==> run_1/met1.png <==
Bar = 20 microns. Supply wires on this layer in gray.
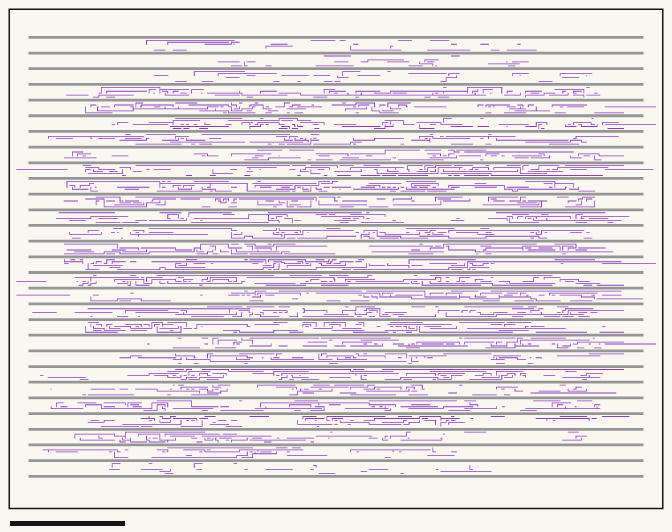
==> run_1/met2.png <==
Cells faint in the background.
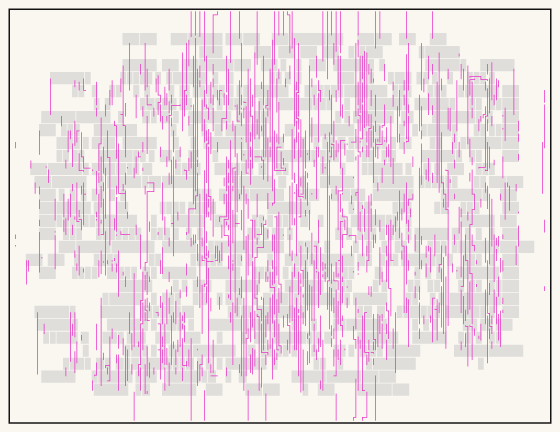
==> run_1/met3.png <==
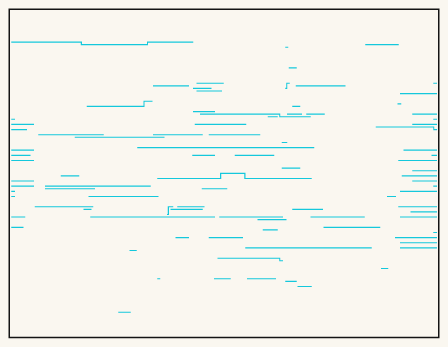
==> src/rtl/seven_seg_scan_if.sv <==
// Bus between the clock counter / consumer and the seven-segment scanner:
// six segment patterns plus enable in, digit select / segment bus / frame pulse out.
interface seven_seg_scan_if;
    logic       en;
    logic [7:0] sec0, sec1, min0, min1, hour0, hour1;
    logic [5:0] dig_sel;
    logic [7:0] seg;
    logic       frame_start;

    modport master (
        output en, sec0, sec1, min0, min1, hour0, hour1,
        input  dig_sel, seg, frame_start
    );

    modport slave (
        input  en, sec0, sec1, min0, min1, hour0, hour1,
        output dig_sel, seg, frame_start
    );
endinterface

==> src/rtl/seven_seg_scan.sv <==
// Six-digit LED scanner: time-multiplexes a coherent per-frame snapshot of the
// segment patterns onto one segment bus with a one-hot digit select and blanking.
module seven_seg_digit_reg (
    input  logic       clk,
    input  logic       resetn,
    input  logic       load,
    input  logic [7:0] d,
    output logic [7:0] q
);
    always_ff @(posedge clk) begin
        if (!resetn)   q <= 8'h00;
        else if (load) q <= d;
    end
endmodule

module seven_seg_scan #(
    parameter int DIV            = 1000,
    parameter int BLANK          = 4,
    parameter bit SEL_ACTIVE_LOW = 1'b1,
    parameter bit SEG_ACTIVE_LOW = 1'b1
) (
    input  logic              clk,
    input  logic              resetn,
    seven_seg_scan_if.slave   bus
);
    localparam int CW = $clog2(DIV);
    localparam int ND = 6;

    typedef enum logic {IDLE, SCAN} state_t;

    state_t            state, nxt_state;
    logic [CW-1:0]     cnt, nxt_cnt;
    logic [2:0]        idx, nxt_idx;
    logic              load, nxt_fs;
    logic              in_blank, lit;
    logic [ND-1:0][7:0] in_vec, snap, nxt_snap;
    logic [5:0]        sel_act;
    logic [7:0]        seg_raw;

    assign in_vec = {bus.hour1, bus.hour0, bus.min1, bus.min0, bus.sec1, bus.sec0};

    // One snapshot register per digit; all load together so a frame never tears.
    for (genvar k = 0; k < ND; k++) begin : g_dig
        seven_seg_digit_reg u_reg (
            .clk    (clk),
            .resetn (resetn),
            .load   (load),
            .d      (in_vec[k]),
            .q      (snap[k])
        );
        assign nxt_snap[k] = load ? in_vec[k] : snap[k];
    end

    always_comb begin
        nxt_state = state;
        nxt_cnt   = cnt;
        nxt_idx   = idx;
        load      = 1'b0;
        nxt_fs    = 1'b0;
        case (state)
            IDLE: begin
                nxt_cnt = '0;
                nxt_idx = '0;
                if (bus.en) begin
                    nxt_state = SCAN;
                    load      = 1'b1;
                    nxt_fs    = 1'b1;
                end
            end
            SCAN: begin
                if (!bus.en) begin
                    nxt_state = IDLE;
                    nxt_cnt   = '0;
                    nxt_idx   = '0;
                end else if (cnt == CW'(DIV - 1)) begin
                    nxt_cnt = '0;
                    if (idx == 3'd5) begin
                        nxt_idx = '0;
                        load    = 1'b1;
                        nxt_fs  = 1'b1;
                    end else begin
                        nxt_idx = idx + 3'd1;
                    end
                end else begin
                    nxt_cnt = cnt + CW'(1);
                end
            end
            default: nxt_state = IDLE;
        endcase
    end

    // Outputs decode the next state so the registered outputs match cnt/idx.
    if (BLANK == 0) begin : g_noblank
        assign in_blank = 1'b0;
    end else begin : g_blank
        assign in_blank = (nxt_cnt < CW'(BLANK));
    end

    assign lit = (nxt_state == SCAN) && !in_blank;

    always_comb begin
        sel_act = '0;
        seg_raw = '0;
        if (lit) begin
            for (int k = 0; k < ND; k++) begin
                if (nxt_idx == 3'(k)) begin
                    sel_act[k] = 1'b1;
                    seg_raw    = nxt_snap[k];
                end
            end
        end
    end

    always_ff @(posedge clk) begin
        if (!resetn) begin
            state           <= IDLE;
            cnt             <= '0;
            idx             <= '0;
            bus.frame_start <= 1'b0;
            bus.dig_sel     <= SEL_ACTIVE_LOW ? 6'h3F : 6'h00;
            bus.seg         <= SEG_ACTIVE_LOW ? 8'hFF : 8'h00;
        end else begin
            state           <= nxt_state;
            cnt             <= nxt_cnt;
            idx             <= nxt_idx;
            bus.frame_start <= nxt_fs;
            bus.dig_sel     <= SEL_ACTIVE_LOW ? ~sel_act : sel_act;
            bus.seg         <= SEG_ACTIVE_LOW ? ~seg_raw : seg_raw;
        end
    end
endmodule

==> src/flat_wrapper.sv <==
// flat-port wrapper written by rule: the top's interface ports become plain ports
module seven_seg_scan_flat 
#(
    parameter int DIV            = 1000,
    parameter int BLANK          = 4,
    parameter bit SEL_ACTIVE_LOW = 1'b1,
    parameter bit SEG_ACTIVE_LOW = 1'b1
)
  (clk, resetn, bus_en, bus_sec0, bus_sec1, bus_min0, bus_min1, bus_hour0, bus_hour1, bus_dig_sel, bus_seg, bus_frame_start);
  seven_seg_scan_if bus_i ();
  input  logic clk;
  input  logic resetn;
  input wire logic [$bits(bus_i.en)-1:0] bus_en;
  input wire logic [$bits(bus_i.sec0)-1:0] bus_sec0;
  input wire logic [$bits(bus_i.sec1)-1:0] bus_sec1;
  input wire logic [$bits(bus_i.min0)-1:0] bus_min0;
  input wire logic [$bits(bus_i.min1)-1:0] bus_min1;
  input wire logic [$bits(bus_i.hour0)-1:0] bus_hour0;
  input wire logic [$bits(bus_i.hour1)-1:0] bus_hour1;
  output wire logic [$bits(bus_i.dig_sel)-1:0] bus_dig_sel;
  output wire logic [$bits(bus_i.seg)-1:0] bus_seg;
  output wire logic [$bits(bus_i.frame_start)-1:0] bus_frame_start;
  assign bus_i.en = bus_en;
  assign bus_i.sec0 = bus_sec0;
  assign bus_i.sec1 = bus_sec1;
  assign bus_i.min0 = bus_min0;
  assign bus_i.min1 = bus_min1;
  assign bus_i.hour0 = bus_hour0;
  assign bus_i.hour1 = bus_hour1;
  assign bus_dig_sel = bus_i.dig_sel;
  assign bus_seg = bus_i.seg;
  assign bus_frame_start = bus_i.frame_start;
  seven_seg_scan #(.DIV(DIV), .BLANK(BLANK), .SEL_ACTIVE_LOW(SEL_ACTIVE_LOW), .SEG_ACTIVE_LOW(SEG_ACTIVE_LOW)) u_core (.clk(clk), .resetn(resetn), .bus(bus_i));
endmodule
==> config.mk <==
export PLATFORM = sky130hd
export DESIGN_NAME = seven_seg_scan_flat
export DESIGN_NICKNAME = d
export VERILOG_FILES = /design/src/rtl/seven_seg_scan_if.sv /design/src/rtl/seven_seg_scan.sv /design/src/flat_wrapper.sv
export SDC_FILE = /design/constraint.sdc
export NUM_CORES = 1
export LEC_CHECK = 0
export ABC_AREA = 1
export CORE_ASPECT_RATIO = 0.75
export CORE_MARGIN = 3
export CORE_UTILIZATION = 50
export DETAILED_ROUTE_END_ITERATION = 10
export PLACE_DENSITY = 0.75
export RECOVER_POWER = 100
export SLEW_MARGIN = 20
export SYNTH_ARGS = -nofsm -noshare
export SYNTH_HDL_FRONTEND = slang
export SYNTH_HIERARCHICAL = 1
export SYNTH_SLANG_ARGS = --single-unit
==> constraint.sdc <==
create_clock -name clk -period 4 [get_ports clk]
set_clock_uncertainty 0.1 [all_clocks]
set_input_delay 0.8 -clock clk [delete_from_list [all_inputs] [get_ports clk]]
set_output_delay 0.8 -clock clk [all_outputs]
set_load 0.005 [all_outputs]
==> summary.txt, run 1 <==
Notes on the flow run.

- The most utilized layer in the global route result is met1, for reference.
- The final tally of max-slew violations is 0, for reference.
- Sorting the synthesized cells by how often they occur yields sky130_fd_sc_hd__nand2_1 (210), sky130_fd_sc_hd__nor2_1 (180), sky130_fd_sc_hd__dfxtp_1 (77), sky130_fd_sc_hd__inv_1 (68), sky130_fd_sc_hd__nand3_1 (32).
- The path with the worst hold slack has its endpoint at u_core/g_dig[0].u_reg/q[4].
- The length of routed wiring on met1 is 5256 microns, for reference.
- The placement report lists the number of port buffers as between 60 and 70.
- The biggest cell category by area in the final layout is multi-input combinational cells, for reference.
- The number of cells in Yosys stat is between 600 and 700, for reference.
- The clock latency at the later pin of the worst-skew pair is 0.34 ns, for reference.
- The post-synthesis instance total is just under 700, for reference.
- The most common logic cell in the final layout is sky130_fd_sc_hd__nand2_1.
- The met1 usage is 0.3328, for reference.
- More flip-flops sit in one register than any other, and that register is u_core/g_dig.u_reg/q.
- The power spent charging and discharging nets is 456.0 uW, for reference.
- The register with the most flip-flops in the layout has 48 of them.
- The chip area line in the Yosys stat output reads roughly 4300 sq um.
- The final critical delay including setup and external delays is approximately 3.4 ns, for reference.
- The initial detailed-routing violation count is around 380, for reference.
- Counting endpoints that fail hold in the final report gives 0.
- The pre-CTS setup slack is about 1.0 ns, for reference.
- Summed over all nets, the half-perimeter wirelength after detailed placement is approximately 7600 microns.
- The worst hold path begins at u_core/g_dig[0].u_reg/q[4].
- The critical path's slowest stage uses the library cell sky130_fd_sc_hd__o21ai_2.
- The first-pass GRT wire length is between 15000 and 20000 microns, for reference.
- The finished design was reported to have a net count of between 700 and 800.
- The number of hold buffers added after CTS was 0.
- Counting the warning lines in the Yosys log gives 6.
- STA classifies the critical path endpoint as a register.
- The last weighted congestion value of the routability-driven placer is between 0.8 and 0.9, for reference.
- In the hold timing report, the worst path depth is 2.
- The startpoint identified for the worst register-to-register timing path is u_core/cnt[0].
- The run finished with clean final reports.
- Once placement completed, the tool counted placed cells totaling 822.
- The power report attributes to the clock group a share of 0.428.
- TritonCTS created 9 clock buffers.
- The area of all sequential standard cells is approximately 1500 sq um, for reference.
- The synthesis report names the predominant flop master as sky130_fd_sc_hd__dfxtp_1.
- Before antenna repair, the detailed router went through 8 iterations.
- The post-route core utilization is 0.6198, for reference.
- The clock edge transition at the registers on the reported setup and hold paths is approximately 0.060 ns, for reference.
- The min-delay analysis places its worst path in the category reg2reg.
- Across every metal layer, demand over resource in global routing totals 0.2303.
- The number of cells on the worst reg-to-reg path is 12.
- STA puts the critical path data arrival time at ~3.5 ns.
- The top cell type's share of synthesized area is 0.3581, for reference.
- Non-clock inverters in the final layout number approximately 72.
- The capture point of the critical path is u_core/bus.seg[5], for reference.
- In this run the full chip footprint comes out at 9769 sq um.
- The number of warnings in the stage logs is 28, for reference.
- The floorplan utilization is 0.5296, for reference.
- The net count after synthesis is around 730.
- The post-detailed-route wirelength per cell is around 13 microns, for reference.
- Setup slack on the critical path of the routed design comes to 0.6403 ns.
- Per the synthesis report, the XOR/XNOR share of the synthesized area is 0.01017.
- The number of cell rows is 28, for reference.
- The flop count is between 70 and 80, for reference.
- The area added between synthesis and finish is 17.03%, for reference.
- Broken down by cell family, the worst path's largest delay share belongs to AND-OR/OR-AND gates.
- In this run the critical path is formed by ha_1 -> nand2_1 -> nor2_4 -> nand3_1 -> nor2_1 -> o21ai_2 -> clkbuf_2 -> o21ai_0 -> nor2_1 -> a21oi_1 -> nand3_1 -> nand2_1.
- The synthesized design contains 0 enable-type register cells.
- The most common logic cells in the final layout are sky130_fd_sc_hd__nand2_1 (219), sky130_fd_sc_hd__nor2_1 (183), sky130_fd_sc_hd__dfxtp_1 (77), sky130_fd_sc_hd__inv_1 (69), sky130_fd_sc_hd__clkdlybuf4s50_1 (48).
- The launching element of the worst setup path is u_core/cnt[0], for reference.
- In this build the clock could be raised as far as 0.2976 GHz.
- The biggest area contributor in the post-synthesis netlist is sky130_fd_sc_hd__dfxtp_1.
- Gates resized during post-CTS repair numbered 0.
- The power report attributes to the sequential group a share of 0.442.
Back to the opening pictures, met1.png:
share of all routed wire = 49%
nets with wire on the layer = 725

Back to the opening pictures, met2.png:
nets with wire on the layer = 577
main direction = vertical
total number of vias: 4120
met2 global-route usage: 0.3323
final wirelength: 10780 microns

Back to the opening pictures, met3.png:
main direction = horizontal
longest straight run = 46.5 microns
met3 demand-to-capacity share in global routing: 0.05513

==> run_1/final_congestion.png <==
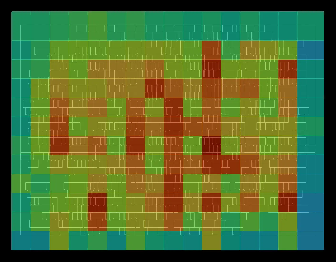

--- run 2 (diff from run 1) ---
- clock period: 4 -> 3.4 ns (I/O delays scaled with it)
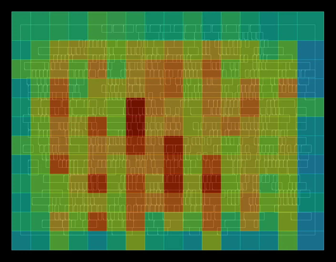
(run_2/final_congestion.png)
met3 demand-to-capacity share in global routing: 0.05792
Overall Global Routing Usage: 0.2208

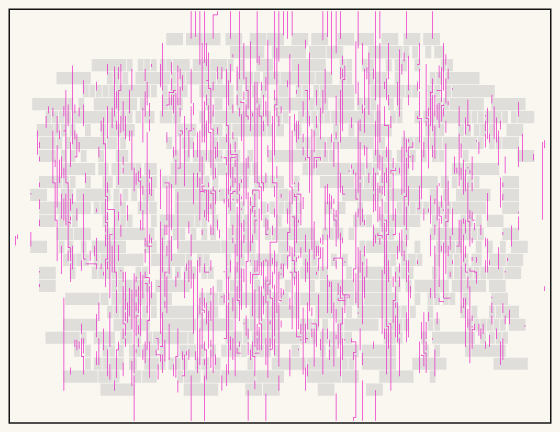
(run_2/met2.png)
Cells faint in the background.
nets with wire on the layer = 580
share of all routed wire = 41%
met2 global-route usage: 0.3263
final wirelength: 10440 microns
total number of vias: 4024

==> run 2 against run 1 <==
Flip-flop count did not move. Non-clock buffer count is 2 higher. Cell count grew 0.12%. Synthesized area is the same. Sequential share of layout area shrank 0.15 points. Via count decreased by 2.3%. Maximum frequency grew 21%. Count of clock-buffer cells in the layout shrank 2. Die size unchanged. Total power rose by 13%. Global-route usage fell by 0.95 points. Utilization increased by 0.31 points. Largest power group unchanged.
==> summary.txt, run 2 <==
Notes on the flow run.

- The register share of total power is 0.458 (+0.016), for reference.
- The clock edge transition at the registers on the reported setup and hold paths is 0.06 ns (about the same), for reference.
- After global routing the overflow that remains totals 0.
- The worst pin sits at a relative slew slack of 0.5347.
- The slew at the pin closest to its max-slew limit is 0.6953 ns, for reference.
- The post-synthesis instance total was 677 (unchanged).
- The most common flop cell mapped by yosys is sky130_fd_sc_hd__dfxtp_1, for reference.
- The total die size was 9769 sq um (unchanged).
- Of the cells placed in the final design, the portion with a size suffix greater than 1 is 0.04905.
- The startpoint of the most critical hold path is u_core/g_dig[4].u_reg/q[3], for reference.
- Per report_power, the Combinational row totals slightly below 300 uW.
- The length of routed wiring on met1 is 5124 microns (-2.5%), for reference.
- The via count of the first global-routing pass is between 3000 and 4000, for reference.
- The clock latency at the later pin of the worst-skew pair came to 0.33 ns (about the same).
- The cell-internal power is 1584 uW, for reference.
- The maximum number of pins on one net before global-route repair is slightly below 90, for reference.
- The launching element of the worst setup path is u_core/cnt[0], for reference.
- The instance count on the critical path is 14, for reference.
- The met1 usage is 0.3118 (-0.02096), for reference.
- The highest attainable clock frequency is 0.3598 GHz (+21%), for reference.
- The fraction of cell area in multi-input combinational cells is reported as 0.4244.
- The family of cells with the greatest summed delay on the critical path is simple AND/OR/NAND/NOR gates, for reference.
- The capture instance of the worst register-to-register path is u_core/bus.seg[4], for reference.
- The post-placement cell count is 824 (+0.24%), for reference.
- The net count after synthesis came to 729 (unchanged).
- The path with the worst hold slack has its endpoint at u_core/g_dig[4].u_reg/q[3].
- The total number of nets in the final design is 782 (+0.26%), for reference.
- The kind of critical path is reg2reg, for reference.
- The floorplan utilization is 0.5296 (unchanged), for reference.
- The final routed DRC violation total is 0, for reference.
- The region available for standard cell placement spans between 8000 and 9000 sq um.
- The top cell type's share of synthesized area is 0.3581 (unchanged).
- The half-perimeter wire length of the detailed placement result was 7619 microns (-0.22%).
- The clock network power share is 0.405 (-0.023), for reference.
- Setup repair after global routing left no endpoint under its margin.
- The number of primary I/O pins is roughly 66, for reference.
- The number of cell rows is 28 (unchanged), for reference.
- The top contributor to total power is sequential cells, for reference.
- The source of the worst register-to-register timing path is u_core/cnt[0], for reference.
- Yosys instantiated no cell more often than sky130_fd_sc_hd__nand2_1.
- The post-detailed-route wirelength per cell is 12.45 microns (-3.3%).
- The reg2reg setup slack is a little over 0.6 ns, for reference.
- The pre-CTS setup slack is 0.5780 ns (-0.4260 ns).
- The data required time of the worst path is about 3.5 ns, for reference.
- The switching share of total power is 0.2530, for reference.
- The initial detailed-routing violation count is 299 (-20%), for reference.
- The number of clock sinks came to around 77.
- The capturing element type of the critical path is a register, for reference.
- Clock network power for this build is roughly 860 uW.
- The CTS tree is built, for reference.
- The number of flip-flops in the largest register is 48 (unchanged), for reference.
- The leading cell type in the layout, fill and taps excluded is sky130_fd_sc_hd__nand2_1, for reference.
- Fill cells in the final layout number between 700 and 800.
- The number of well taps is 105, for reference.
- The XOR/XNOR share of the synthesized area came to 0.01017 (unchanged).
- Compared with the post-synthesis result, the final layout area differs by 17.62%.
- Per the synthesis report, the AND-OR/OR-AND share of the synthesized area is 0.04012.
- u_core/g_dig.u_reg/q holds more flip-flops than any other register.
- The total count of hold-check failures in the final report is 0 (unchanged), for reference.
- The finished layout holds between 800 and 900 standard cells, fillers aside.
- The sequential power reported by the tool is 972 uW.
- The final critical delay including setup and external delays is 2.779 ns (-0.5805 ns), for reference.
- The post-route core utilization is 0.6228 (+0.003079), for reference.
- The count of buffers from port buffering is 65 (unchanged), for reference.
- The area share of and/or/nand/nor cells after synthesis is 0.4552, for reference.
- The overall power of the completed layout is ~2100 uW, for reference.
- The antenna cell count is 0, for reference.
- The layout report lists the multi-input gate area as ~2100 sq um.
- The area of all sequential standard cells came to 1541 sq um (unchanged).
- The global router reports that the layer with the highest usage is met2.
- The leakage power is between 0.002 and 0.0025 uW, for reference.
- The proportion of register bits with asynchronous set or reset after synthesis is 0, for reference.
- Along the worst path, the maximum fanout reaches 9.
- Non-clock buffers in the final layout number roughly 70.
- Per the synth log, the flip-flop and latch total comes to just under 80.
- The count of different cell masters after synthesis is 35, for reference.
- The depth of the worst hold-timing path was 2 (unchanged).
- The H-tree depth reported by CTS is 3, for reference.
- Looking at the VDD voltage map, the peak drop is about 0.00037 V.
- The number of warnings in the stage logs is 26 (-7.1%), for reference.
- The last weighted congestion value of the routability-driven placer came to 0.8707 (+1.8%).
- The clock root buffer master is sky130_fd_sc_hd__clkbuf_16, for reference.
- From the final report, the count of setup violators was given as 0.
- The max-capacitance violation count is 0, for reference.
- The synthesis run identifies the leading combinational cell family as simple AND/OR/NAND/NOR gates.
- The final timing summary puts the cycle share of the worst path at 0.8174.
- The maximum single-stage delay on the critical path is about 0.43 ns, for reference.
- The flop count was 77 (unchanged).
- The total cell area reported by yosys after synthesis is 4304 sq um (unchanged), for reference.
- The most used cell along the critical path is sky130_fd_sc_hd__nand2_1, for reference.
- The number of cells in Yosys stat is 677 (unchanged).
- The portion of netlist area occupied by mux cells is 0, for reference.
- The final cell area excluding filler cells is about 5000 sq um, for reference.
- The leading area contributor after synthesis is sky130_fd_sc_hd__dfxtp_1, for reference.
- The wire length on met3 is between 800 and 900 microns, for reference.
- The number of buffers inserted to repair setup after CTS is 0, for reference.
- The power spent charging and discharging nets was 536.5 uW (+18%).
- The number of detailed-route iterations in the first pass is 5 (-3), for reference.
- The final tally of max-slew violations is 0 (unchanged), for reference.
- The synthesized-area fraction occupied by adder cells is 0.002907, for reference.
- According to the hold report, the worst path is of the reg2reg type.
- The cell depth of the worst flop-to-flop path came to 14 (+2).
- The flow ran to the end, and the final reports show no timing, DRC or antenna violations.
- The layout report gives the register share of total cell area as 0.3045.
- The total CTS buffers is 9 (unchanged).
- The number of antenna-violating nets in the routed design is 0, for reference.
- The first-pass GRT wire length is 17240 microns (-4.6%), for reference.
- Among all stages on the critical path, the largest delay is contributed by sky130_fd_sc_hd__nor2_1.
- The routed design shows a via density per instance of 4.796.
- The number of warnings printed during yosys synthesis was 6 (unchanged).
- The registers reported with the highest flop counts are u_core/g_dig.u_reg/q (48), u_core/cnt (10), u_core/bus.seg (8).
- The capture point of the critical path is u_core/bus.seg[4], for reference.
- The mean instance size in the synthesized netlist is approximately 6.4 sq um, for reference.
- Per the cell usage report, the commonest logic cells after layout are sky130_fd_sc_hd__nand2_1 (220), sky130_fd_sc_hd__nor2_1 (183), sky130_fd_sc_hd__dfxtp_1 (77), sky130_fd_sc_hd__inv_1 (69), sky130_fd_sc_hd__clkdlybuf4s50_1 (48).
- The count of library flops with an enable pin is 0 (unchanged), for reference.
- The proportion of cell area spent on the clock network is 0.05141, for reference.
- The report lists the cells along the critical path as ha_1 -> nand2_1 -> nor2_1 -> nand3_2 -> nand2_1 -> nand2_1 -> nand3_1 -> nand2_1 -> nor2_1 -> nand2_1 -> nand3_1 -> nand2_1 -> nand3_1 -> nand2_1.
- The nature of the critical path startpoint is a register, for reference.
- For reference, the top cells by area after synthesis are sky130_fd_sc_hd__dfxtp_1 (36%), sky130_fd_sc_hd__nand2_1 (18%), sky130_fd_sc_hd__nor2_1 (16%).
- Yosys reports that the most numerous cell types are sky130_fd_sc_hd__nand2_1 (210), sky130_fd_sc_hd__nor2_1 (180), sky130_fd_sc_hd__dfxtp_1 (77), sky130_fd_sc_hd__inv_1 (68), sky130_fd_sc_hd__nand3_1 (32).
- Ranked by total area, the top cell class in this layout is multi-input combinational cells.
- After detailed routing, the met2 layer carries around 4300 microns of wire.
- The number of buffers added to fix hold violations after cts is 0 (unchanged).
- The share of total power dissipated in combinational logic is 0.137.
- The floorplan step set the die height to approximately 86 microns.
- The post-route worst setup slack is 0.6208 ns (-0.01945 ns), for reference.
- The post-cts repair resize count is 0 (unchanged).
- The non-clock inverter total of the final layout is 72 (unchanged), for reference.
- The worst endpoint data arrival time was 2.89 ns (-0.60 ns).
==> run_2/met3.png <==
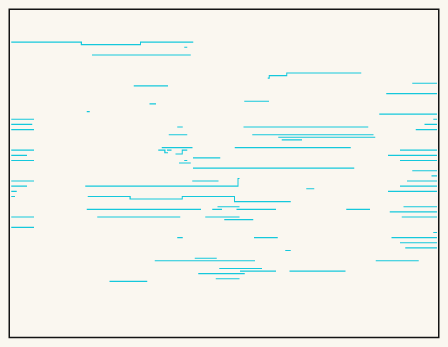

--- run 3 (diff from run 2) ---
- CORE_UTILIZATION: 50 -> 49
- PLACE_DENSITY: 0.75 -> 0.76
- clock period: 3.4 -> 2.42 ns (I/O delays scaled with it)
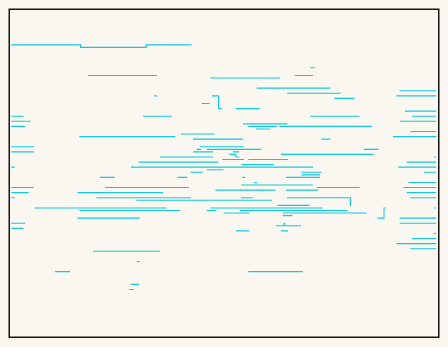
(run_3/met3.png)
nets with wire on the layer = 90
wire length on this layer = 1070 microns
main direction = horizontal
share of all routed wire = 9.2%
longest straight run = 48.3 microns
met3 demand-to-capacity share in global routing: 0.05278
final wirelength: 11710 microns
total number of vias: 4298

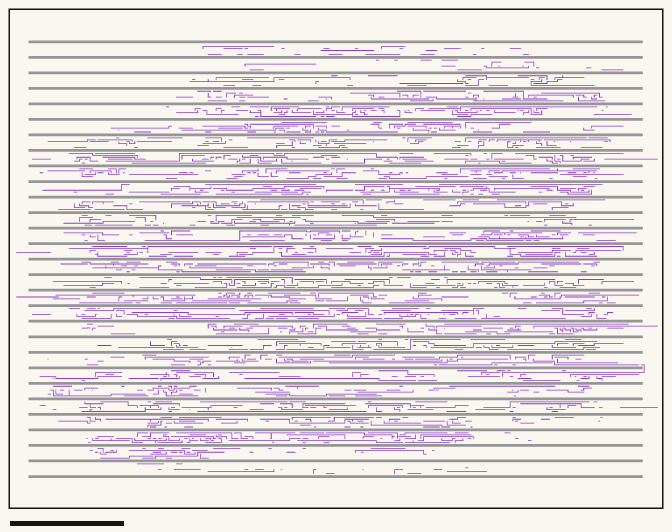
(run_3/met1.png)
Bar = 20 microns. Supply wires on this layer in gray.
main direction = horizontal
wire length on this layer = 5400 microns
share of all routed wire = 46%
longest straight run = 35.5 microns

==> run 3 against run 2 <==
Flip-flop count is the same. Maximum frequency grew 23%. Global-route usage grew 1.3 points. Die size grew 1.9%. Critical endpoint is now u_core/bus.seg[5]. Via count grew 6.8%. Count of clock-buffer cells in the layout shrank 1. Combinational power grew about 60%. Highest routed layer unchanged. Routed wire length grew 12%. Worst hold slack lost 0.016 ns. Non-clock buffer count grew 14. Critical path depth shrank 2. Sequential share of layout area shrank 1.7 points.
==> summary.txt, run 3 <==
Notes on the flow run.

- The leakage power was 0.002578 uW (+5.2%).
- The register with the most flip-flops in the final layout is u_core/g_dig.u_reg/q.
- The power in the clock group is 1330 uW (+55%), for reference.
- The met2 layer wire length in the routed design was 5083 microns (+18%).
- The most utilized layer in the global route result is met2, for reference.
- The detail-routed via count per cell is 5.033 (+4.9%), for reference.
- The worst slew margin relative to its limit is 0.6972 (+0.1625), for reference.
- The non-clock inverter total of the final layout was 72 (unchanged).
- The overall power of the completed layout is 3159 uW (+49%), for reference.
- The switching share of total power is 0.2506 (-0.002358), for reference.
- The source of the worst register-to-register timing path is u_core/cnt[0], for reference.
- The largest registers in the layout are u_core/g_dig.u_reg/q (48), u_core/cnt (10), u_core/bus.seg (8).
- By area the synthesized netlist is led by sky130_fd_sc_hd__dfxtp_1 (36%), sky130_fd_sc_hd__nand2_1 (18%), sky130_fd_sc_hd__nor2_1 (16%).
- The family of cells with the greatest summed delay on the critical path is simple AND/OR/NAND/NOR gates, for reference.
- The total count of hold-check failures in the final report was 0 (unchanged).
- Among all cell types in the netlist, the one instantiated most often is sky130_fd_sc_hd__nand2_1.
- The proportion of register bits with asynchronous set or reset after synthesis came to 0 (unchanged).
- The synthesized-area fraction occupied by adder cells was 0.002907 (unchanged).
- The number of antenna-violating nets in the routed design is 0 (unchanged).
- The longest clock path from root to sink contains 2 buffers.
- The clock latency at the later pin of the worst-skew pair was 0.33 ns (about the same).
- The area of all sequential standard cells is 1543 sq um (about the same), for reference.
- The cell depth of the worst flop-to-flop path is 12 (-2).
- Following the worst setup path forward leads to its endpoint at u_core/bus.seg[5].
- The count of library flops with an enable pin is 0 (unchanged), for reference.
- The clock network power share is 0.420 (+0.015).
- The final cell area excluding filler cells is 5370 sq um (+6.1%), for reference.
- The last weighted congestion value of the routability-driven placer is 0.8511 (-2.3%), for reference.
- The final tally of max-slew violations came to 0 (unchanged).
- The global router's overall resource usage was 0.2338 (+0.01303).
- The worst endpoint data arrival time was 2.39 ns (-0.50 ns).
- Per the timing report, the most critical flop-to-flop path finishes at u_core/bus.seg[5].
- Listed in order, past its start point the critical path passes ha_2 -> nand2_2 -> nor2_4 -> nand3_1 -> a21oi_4 -> buf_4 -> clkbuf_16 -> nand2_1 -> a21oi_1 -> nor2_1 -> nand3_1 -> nand2_1.
- The final critical delay including setup and external delays is 2.261 ns (-0.5185 ns), for reference.
- The number of flip-flops in the largest register is 48 (unchanged), for reference.
- The total combinational power came to 464 uW (+60%).
- The total standard cell area after synthesis is about 4300 sq um, for reference.
- The total die size is 9956 sq um (+1.9%), for reference.
- The share of synthesized cell area in and-or and or-and compound cells is 0.04012 (unchanged), for reference.
- Power spread over the standard cell area amounts to approximately 590 nW/um^2.
- The final routed DRC violation total is 0 (unchanged).
- The launching element of the worst setup path is u_core/cnt[0], for reference.
- The share of post-route cells with drive strength above 1 is 0.09613 (+0.04708), for reference.
- The sequential share of cell area is 0.2873 (-0.01722), for reference.
- The total CTS buffers was 9 (unchanged).
- The worst hold path begins at u_core/cnt[0].
- The flop count came to 77 (unchanged).
- The data required time of the worst path is 2.55 ns (-0.97 ns).
- The portion of netlist area occupied by mux cells is 0 (unchanged), for reference.
- The number of cell rows is 28 (unchanged), for reference.
- The clock edge transition at the registers on the reported setup and hold paths is 0.06 ns (about the same), for reference.
- The count of final setup violators is 0 (unchanged).
- The clock root buffer master is sky130_fd_sc_hd__clkbuf_16, for reference.
- The wire length on met3 is 1071 microns (+25%).
- The instance count on the critical path is 12 (-2), for reference.
- The clock tree buffer count of the final layout is 12, for reference.
- The post-detailed-route wirelength per cell is 13.72 microns (+10%), for reference.
- The number of buffers added to fix hold violations after cts is 0 (unchanged), for reference.
- The count of buffers from port buffering came to 65 (unchanged).
- The met2 demand-to-capacity share in global routing is 0.3581 (+0.03179).
- The non-clock buffer total of the final layout is 84 (+20%), for reference.
- The mean instance size in the synthesized netlist is 6.358 sq um (unchanged), for reference.
- The reg2reg setup slack was 0.16 ns (-0.46 ns).
- The first-pass GRT wire length is 18430 microns (+6.9%), for reference.
- The XOR/XNOR share of the synthesized area is 0.01017 (unchanged), for reference.
- Of the combinational cells, the family taking the most area is simple AND/OR/NAND/NOR gates.
- Leaving out fill and tap cells, the most frequent cells in the layout are sky130_fd_sc_hd__nand2_1 (210), sky130_fd_sc_hd__nor2_1 (179), sky130_fd_sc_hd__dfxtp_1 (76), sky130_fd_sc_hd__inv_1 (67), sky130_fd_sc_hd__clkdlybuf4s50_1 (49).
- The pre-CTS setup slack is -0.02958 ns (-0.6076 ns), for reference.
- The register bit count reported by yosys is 77 (unchanged), for reference.
- The number of clock sinks seen by CTS came to 77 (unchanged).
- The nature of the critical path startpoint is a register, for reference.
- The cell-internal power is 2367 uW (+49%), for reference.
- The post-route worst setup slack is 0.1594 ns (-0.4615 ns), for reference.
- The height of the die was 87.17 microns (+0.94%).
- The number of fill cells in the layout is 746 (-3.6%), for reference.
- The initial detailed-routing violation count is 553 (+85%), for reference.
- In the power breakdown, the biggest contributor is sequential cells.
- The post-synthesis instance total is 677 (unchanged), for reference.
- The count of different cell masters after synthesis is 35 (unchanged), for reference.
- The maximum single-stage delay on the critical path was 0.36 ns (-0.07 ns).
- The post-placement cell count is 829 (+0.61%), for reference.
- The portion of total power attributed to combinational logic was 0.147 (+0.010).
- The final cell count without fillers came to 854 (+1.8%).
- The met1 usage is 0.3323 (+0.02053), for reference.
- The net count after synthesis is 729 (unchanged), for reference.
- The post-cts repair resize count is 0 (unchanged), for reference.
- The length of routed wiring on met1 came to 5395 microns (+5.3%).
- The slowest stage of the critical path is the sky130_fd_sc_hd__dfxtp_2 cell.
- The number of well taps is 105 (unchanged).
- The total cell area reported by yosys after synthesis is 4304 sq um (unchanged), for reference.
- The H-tree depth reported by CTS is 3 (unchanged), for reference.
- The combined area of the multi-input logic cells is 2233 sq um (+4.0%), for reference.
- The number of warnings in the stage logs was 26 (unchanged).
- The register share of total power is 0.433 (-0.025), for reference.
- The antenna cell count is 0 (unchanged).
- The number of warnings printed during yosys synthesis is 6 (unchanged), for reference.
- The top cell type's share of synthesized area was 0.3581 (unchanged).
- The highest attainable clock frequency was 0.4424 GHz (+23%).
- The power spent charging and discharging nets is 791.7 uW (+48%).
- The final cycle utilization of the critical path is 0.9341 (+0.1167), for reference.
- The combinational fraction of the cell area is 0.4159 (-0.008480), for reference.
- For reference, the top cells by count after synthesis are sky130_fd_sc_hd__nand2_1 (210), sky130_fd_sc_hd__nor2_1 (180), sky130_fd_sc_hd__dfxtp_1 (77), sky130_fd_sc_hd__inv_1 (68), sky130_fd_sc_hd__nand3_1 (32).
- The number of primary I/O pins is 66 (unchanged).
- The area share of and/or/nand/nor cells after synthesis is 0.4552 (unchanged), for reference.
- The worst setup path is of the reg2reg kind.
- The number of detailed-route iterations in the first pass is 5 (unchanged), for reference.
- The maximum net fanout on the critical path is 12 (+3), for reference.
- The maximum number of pins on one net before global-route repair is 61 (-31%), for reference.
- The biggest cell category by area in the final layout is multi-input combinational cells, for reference.
- The via count of the first global-routing pass was 3881 (+8.7%).
- The total global routing overflow is 0 (unchanged), for reference.
- The number of buffers inserted to repair setup after CTS came to 0 (unchanged).
- The sequential-cell power consumption was 1370 uW (+41%).
- The capture endpoint of the worst hold path is u_core/cnt[0], for reference.
- The classification of the worst-slack hold path is reg2reg, for reference.
- The most common logic cell in the final layout is sky130_fd_sc_hd__nand2_1.
- The number of cells in Yosys stat was 677 (unchanged).
- The area growth from synthesis to layout is 24.77%.
- The depth of the worst hold-timing path came to 1 (-1).
- The floorplan utilization was 0.5250 (-0.004526).
- The half-perimeter wire length of the detailed placement result came to 8017 microns (+5.2%).
- Per the synth stats, the flop cell with the highest instance count is sky130_fd_sc_hd__dfxtp_1.
- The flow ran to the end, and the final reports show no timing, DRC or antenna violations.
- The proportion of final cell area spent on non-clock buffers is 0.1668, for reference.
- The slew at the pin closest to its max-slew limit came to 0.4542 ns (-0.2410 ns).
- The leading area contributor after synthesis is sky130_fd_sc_hd__dfxtp_1, for reference.
- The max-capacitance violation count is 0 (unchanged).
- The post-route core utilization is 0.6551 (+0.03222).
- The total core area is 8198 sq um (+0.86%), for reference.
- The capturing element type of the critical path is a register, for reference.
- The proportion of cell area spent on the clock network was 0.05475 (+0.003344).
- The CTS tree is built, for reference.
- The total number of nets in the final design came to 796 (+1.8%).
- The maximum vdd drop came to 0.0005028 V (+36%).
Power and IR drop assume default switching activity.
